===== config.mk =====
export PLATFORM = sky130hd
export DESIGN_NAME = spe_neuron
export DESIGN_NICKNAME = d
export VERILOG_FILES = /design/src/rtl/snn_pkt_pkg.sv /design/src/rtl/spe_sat_add.sv /design/src/rtl/spe_neuron.sv
export SDC_FILE = /design/constraint.sdc
export NUM_CORES = 1
export LEC_CHECK = 0
export CORE_MARGIN = 2
export CORE_UTILIZATION = 30
export CTS_CLUSTER_DIAMETER = 120
export DETAILED_ROUTE_END_ITERATION = 8
export MAX_ROUTING_LAYER = met4
export PLACE_DENSITY = 0.6
export SYNTH_ARGS = -nofsm -noshare
export SYNTH_HDL_FRONTEND = slang
export SYNTH_SLANG_ARGS = --single-unit

===== constraint.sdc =====
create_clock -name clk -period 2.4 [get_ports clk]
set_input_delay 0.48 -clock clk [delete_from_list [all_inputs] [get_ports clk]]
set_output_delay 0.48 -clock clk [all_outputs]
set_load 0.005 [all_outputs]

===== src/rtl/snn_pkt_pkg.sv =====
// Shared packet format, opcodes, accumulator width and SPE state type for the
// spiking network router endpoints.
package snn_pkt_pkg;

  localparam int PKT_W     = 33;
  localparam int ADDR_HI   = 32;
  localparam int ADDR_LO   = 29;
  localparam int OPCODE_HI = 28;
  localparam int OPCODE_LO = 25;
  localparam int DATA_HI   = 24;
  localparam int DATA_LO   = 0;

  // Width of membrane potential / partial-sum accumulator.
  localparam int SUM_WIDTH = 13;

  localparam logic [3:0] OP_PSUM          = 4'd2;
  localparam logic [3:0] OP_RESIDUAL      = 4'd0;
  localparam logic [3:0] OP_TIMESTEP_DONE = 4'd15;

  // Store (spike + residual) opcode an SPE sends to omem.
  function automatic logic [3:0] op_spe_send(input int id);
    return 4'(2 * id);
  endfunction

  // Residual fetch opcode an SPE sends to omem.
  function automatic logic [3:0] op_spe_req(input int id);
    return 4'(2 * id + 1);
  endfunction

  typedef enum logic [2:0] {
    ST_ACCUM    = 3'd0,
    ST_REQ      = 3'd1,
    ST_WAIT_RES = 3'd2,
    ST_FIRE     = 3'd3,
    ST_SEND     = 3'd4,
    ST_WAIT_TS  = 3'd5,
    ST_DONE     = 3'd6
  } spe_state_e;

endpackage


===== src/rtl/spe_sat_add.sv =====
// Unsigned saturating adder: clamps to all-ones on overflow and flags it.
module spe_sat_add #(
  parameter int W = 13
) (
  input  logic [W-1:0] a,
  input  logic [W-1:0] b,
  output logic [W-1:0] sum,
  output logic         sat
);

  logic [W:0] raw;

  assign raw = {1'b0, a} + {1'b0, b};
  assign sat = raw[W];
  assign sum = raw[W] ? {W{1'b1}} : raw[W-1:0];

endmodule


===== src/rtl/spe_neuron.sv =====
// Spiking processing element: accumulates partial sums for each owned output
// neuron, fetches the stored residual in timestep 2, thresholds, and sends a
// spike/residual store packet to omem.
//
// Handshake: a transfer happens on a rising clk edge where valid && ready.
// out_valid/out_packet are registered and held until accepted. in_ready is a
// combinational function of state and the incoming opcode; an unexpected
// opcode is stalled (in_ready=0), never dropped.
module spe_neuron
  import snn_pkt_pkg::*;
#(
  parameter int SPE_ID      = 0,
  parameter int OMEM_ID     = 11,
  parameter int OUTPUT_SIZE = 21,
  parameter int NUM_PSUMS   = 5,
  parameter int THRESHOLD   = 64
) (
  input  logic        clk,
  input  logic        reset,
  input  logic        in_valid,
  output logic        in_ready,
  input  logic [32:0] in_packet,
  output logic        out_valid,
  input  logic        out_ready,
  output logic [32:0] out_packet,
  output logic [1:0]  ts_o,
  output logic        done_o,
  output logic        sat_o,
  output logic [2:0]  state_o
);

  localparam int NUM_NEURONS = OUTPUT_SIZE * OUTPUT_SIZE;
  localparam int IDX_W       = $clog2(NUM_NEURONS + 5) + 1;
  localparam int CNT_W       = $clog2(NUM_PSUMS + 1);

  localparam logic [IDX_W-1:0]     IDX_START = IDX_W'(SPE_ID);
  localparam logic [IDX_W-1:0]     IDX_END   = IDX_W'(NUM_NEURONS);
  localparam logic [IDX_W-1:0]     IDX_STEP  = IDX_W'(5);
  localparam logic [CNT_W-1:0]     CNT_LAST  = CNT_W'(NUM_PSUMS - 1);
  localparam logic [SUM_WIDTH-1:0] THR       = SUM_WIDTH'(THRESHOLD);
  localparam logic [3:0]           OMEM_ADDR = 4'(OMEM_ID);
  localparam logic [3:0]           SEND_OP   = op_spe_send(SPE_ID);
  localparam logic [3:0]           REQ_OP    = op_spe_req(SPE_ID);

  spe_state_e           state, state_n;
  logic [SUM_WIDTH-1:0] acc;
  logic [CNT_W-1:0]     psum_cnt;
  logic [IDX_W-1:0]     neuron_idx;
  logic [IDX_W-1:0]     idx_next;
  logic                 ts2;

  logic [3:0]           in_opcode;
  logic [SUM_WIDTH-1:0] in_data;
  logic [SUM_WIDTH-1:0] sum;
  logic                 sum_sat;
  logic                 accept_in;
  logic                 accept_out;
  logic                 spike;
  logic [SUM_WIDTH-1:0] pot;
  logic                 unused_in_bits;

  assign in_opcode      = in_packet[OPCODE_HI:OPCODE_LO];
  assign in_data        = in_packet[SUM_WIDTH-1:0];
  assign unused_in_bits = ^{in_packet[ADDR_HI:ADDR_LO], in_packet[DATA_HI:SUM_WIDTH]};

  // Only the opcode that the current state is waiting for is let through.
  assign in_ready = !reset &&
                    (((state == ST_ACCUM)    && (in_opcode == OP_PSUM))     ||
                     ((state == ST_WAIT_RES) && (in_opcode == OP_RESIDUAL)) ||
                     ((state == ST_WAIT_TS)  && (in_opcode == OP_TIMESTEP_DONE)));

  assign accept_in  = in_valid && in_ready;
  assign accept_out = out_valid && out_ready;
  assign idx_next   = neuron_idx + IDX_STEP;

  assign spike = (acc >= THR);
  assign pot   = spike ? (acc - THR) : acc;

  assign ts_o    = ts2 ? 2'd2 : 2'd1;
  assign done_o  = (state == ST_DONE);
  assign state_o = state;

  // Psums and residuals share one saturating adder; they are never accepted together.
  spe_sat_add #(.W(SUM_WIDTH)) u_sat_add (
    .a   (acc),
    .b   (in_data),
    .sum (sum),
    .sat (sum_sat)
  );

  // State register.
  always_ff @(posedge clk) begin
    if (reset) state <= ST_ACCUM;
    else       state <= state_n;
  end

  // Next-state logic.
  always_comb begin
    state_n = state;
    unique case (state)
      ST_ACCUM: begin
        if (accept_in && (psum_cnt == CNT_LAST)) state_n = ts2 ? ST_REQ : ST_FIRE;
      end
      ST_REQ: begin
        if (accept_out) state_n = ST_WAIT_RES;
      end
      ST_WAIT_RES: begin
        if (accept_in) state_n = ST_FIRE;
      end
      ST_FIRE: begin
        state_n = ST_SEND;
      end
      ST_SEND: begin
        if (accept_out) begin
          if (idx_next >= IDX_END) state_n = ts2 ? ST_DONE : ST_WAIT_TS;
          else                     state_n = ST_ACCUM;
        end
      end
      ST_WAIT_TS: begin
        if (accept_in) state_n = ST_ACCUM;
      end
      ST_DONE: begin
        state_n = ST_DONE;
      end
      default: begin
        state_n = ST_ACCUM;
      end
    endcase
  end

  // Accumulator, neuron bookkeeping and the registered outgoing packet.
  always_ff @(posedge clk) begin
    if (reset) begin
      acc        <= '0;
      psum_cnt   <= '0;
      neuron_idx <= IDX_START;
      ts2        <= 1'b0;
      sat_o      <= 1'b0;
      out_valid  <= 1'b0;
      out_packet <= '0;
    end else begin
      if (accept_in && ((state == ST_ACCUM) || (state == ST_WAIT_RES))) begin
        acc   <= sum;
        sat_o <= sat_o | sum_sat;
      end
      if (accept_in && (state == ST_ACCUM)) psum_cnt <= psum_cnt + 1'b1;
      if (accept_in && (state == ST_WAIT_TS)) begin
        ts2        <= 1'b1;
        neuron_idx <= IDX_START;
      end
      if (accept_out && (state == ST_SEND)) begin
        acc        <= '0;
        psum_cnt   <= '0;
        neuron_idx <= idx_next;
      end
      if ((state == ST_ACCUM) && (state_n == ST_REQ)) out_packet <= {OMEM_ADDR, REQ_OP, 25'd0};
      if (state == ST_FIRE) out_packet <= {OMEM_ADDR, SEND_OP, 24'(pot), spike};
      out_valid <= (state_n == ST_REQ) || (state_n == ST_SEND);
    end
  end

endmodule


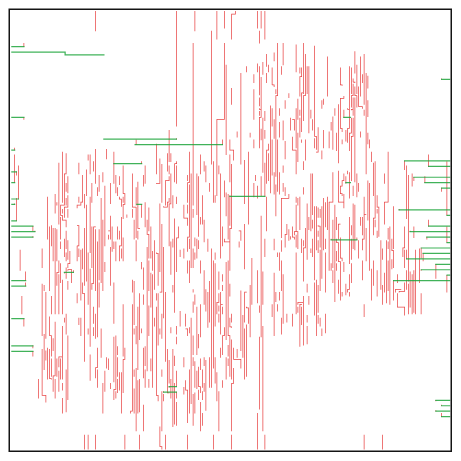
Figure 1: routed metal, one color a layer.
Drawn at 4 px/um. Two of the layers only.
[green] metal 3 | wire length: 277 um
[red] metal 2 | wire length: 4670 um
GRT Resource Usage Total: 0.158
WL/cell: 14.1 um
Vias: 3299

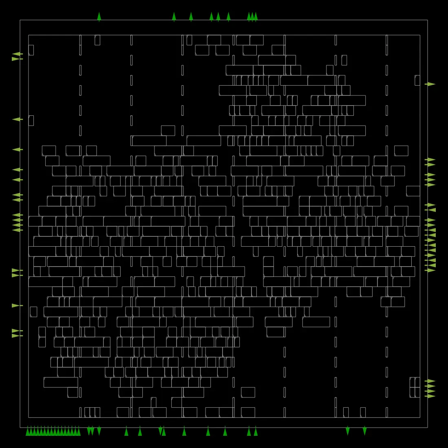
Figure 2: placement view.
flop count: 48
fin util: 0.429
fin cells: 659

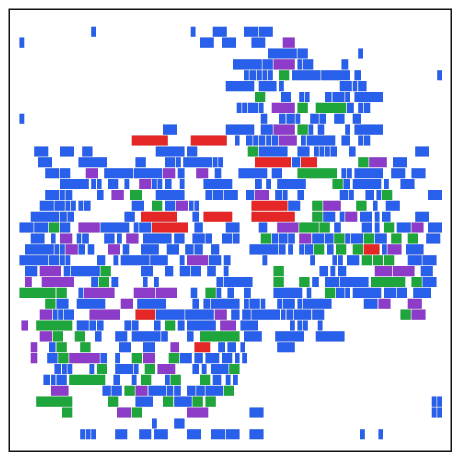
Figure 3: cell sizes after repair.
Drawn at 4 px/um.
[purple] _2 cells | cells: 53 | share: 10%
[green] _3 and _4 cells | cells: 69 | share: 13%
[red] _6 and larger | cells: 12 | share: 2.3%
[blue] _0 and _1 cells | cells: 385 | share: 74%
post-layout instance area: 4700 um2
min setup slack post-route: 0.0722 ns
Buffers excl. clock: 111
Layout area overhead: 38.9%

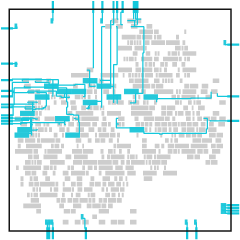
Figure 4: wires at chosen ports, followed through buffers.
Drawn at 2 px/um.
[cyan] out_packet | bits: 33 | direction: output | edge: 11 left, 9 top, 7 right, 6 bottom | end cells: 31 | buffers: 18 | wire: 827 um
# port buffers: 47
# IOs: 79

==> results.sh <==
# physical design summary
export IMPL_dr_wl_met3_um=277
export IMPL_max_clock_path_buffers=2
export IMPL_lay_top_count="buf_4"
export IMPL_worstSetupStartpointType="input port"
export IMPL_hold_depth=2
export IMPL_path_max_fanout=6
export IMPL_min_from="neuron_idx[9]$_SDFFE_PP0P_"
export IMPL_pre_cts_ws_ns=-0.584
export IMPL_top_regs="out_packet (16), acc (13), neuron_idx (10)"
export IMPL_syn_avg_cell_area_um2=7.99
export IMPL_p_total_mw=1.83
export IMPL_crit_end="out_packet[5]$_SDFFE_PP0P_"
export IMPL_vias_per_cell=5.01
export IMPL_tightest_slew_ns=0.774
export IMPL_final_clkbuf_count=6
export IMPL_cp_num_buf_inv=4
export IMPL_use_met2=0.275
export IMPL_yosys_most_used_dff="dfxtp_1"
export IMPL_worstHoldEndpoint="neuron_idx[9]$_SDFFE_PP0P_"
export IMPL_core_rowCount=38
export IMPL_die_h_um=110
export IMPL_topCombFamilyByArea="simple AND/OR/NAND/NOR gates"
export IMPL_ys_top_cells_by_area="dfxtp_1 (28%), ha_1 (7.0%), nor2_1 (6.1%), a21oi_1 (5.3%), buf_4 (4.4%)"
export IMPL_route_met2_wl_mm=4.67
export IMPL_rrSetupSlack_ns=0.08
export IMPL_whs_ns=0.491
export IMPL_tool_warnings=46
export IMPL_yosysTopAreaCellShare=0.284
export IMPL_cpMostUsedCell="o21ai_2"
export IMPL_r2r_end="out_valid$_SDFF_PP0_"
export IMPL_largest_reg_flops=16
export IMPL_cts_setup_buffers=2
export IMPL_finalCriticalPeriod_ns=2.33
export IMPL_status="finished clean"
export IMPL_ys_sh_simple=0.264
export IMPL_dpl_cell_area_um2=4270
export IMPL_top_layer="met4"
export IMPL_dp_cells=643
export IMPL_switchingPower_mw=0.407
export IMPL_clk_power_mw=0.830
export IMPL_most_common_cell="nor2_1"
export IMPL_powerSeq_mw=0.803
export IMPL_cts_buffers=5
export IMPL_buf_share=0.207
export IMPL_yosysCellCount=423
export IMPL_path_cells="clkdlybuf4s50_1 -> o31ai_2 -> a2bb2oi_2 -> buf_4 -> o21ai_2 -> or4b_4 -> o41ai_4 -> buf_6 -> clkbuf_16 -> o21ai_2"
export IMPL_drcViolationCount=0
export IMPL_most_common_layout_cells="buf_4 (59), nor2_1 (55), dfxtp_1 (45)"
export IMPL_crit_start="in_packet[26]"
export IMPL_chip_area_um2=12100
export IMPL_hp_class="flop to flop"
export IMPL_max_freq_mhz=430
export IMPL_firstDrtPassIters=4
export IMPL_grtUsageMet3=0.0182
export IMPL_crit_type="input port to flop"
export IMPL_ys_sh_mux=0.00333
export IMPL_cts_sinks=48
export IMPL_regMostFlops="out_packet"
export IMPL_yosys_area_um2=3380
export IMPL_taps=140
export IMPL_cp_data_arrival_time_ns=2.50
export IMPL_switching_share=0.223
export IMPL_slew_viol_final=0
export IMPL_grt_pass1_wl_mm=15.0
export IMPL_drv_cap=0
export IMPL_cts_repair_resized=31
export IMPL_combPwrFrac=0.105
export IMPL_busiest_layer="met2"
export IMPL_dr_first_iter_drc_count=132
export IMPL_intPower_mw=1.42
export IMPL_antenna_found_initial=0
export IMPL_ys_flops=48
export IMPL_adder_share=0.0762
export IMPL_critPathTopFamily="buffers and inverters"
export IMPL_worstSkewPairLatency_ns=0.28
export IMPL_post_route_cells_drive_above_1_share=0.258
export IMPL_comb_area_frac=0.500
export IMPL_grt_max_degree=49
export IMPL_gp_congestion=0.895
export IMPL_gr_usage_met1=0.199
export IMPL_seq_share=0.205
export IMPL_synth_cell_types=68
export IMPL_fp_util=0.309
export IMPL_clk_share=0.0378
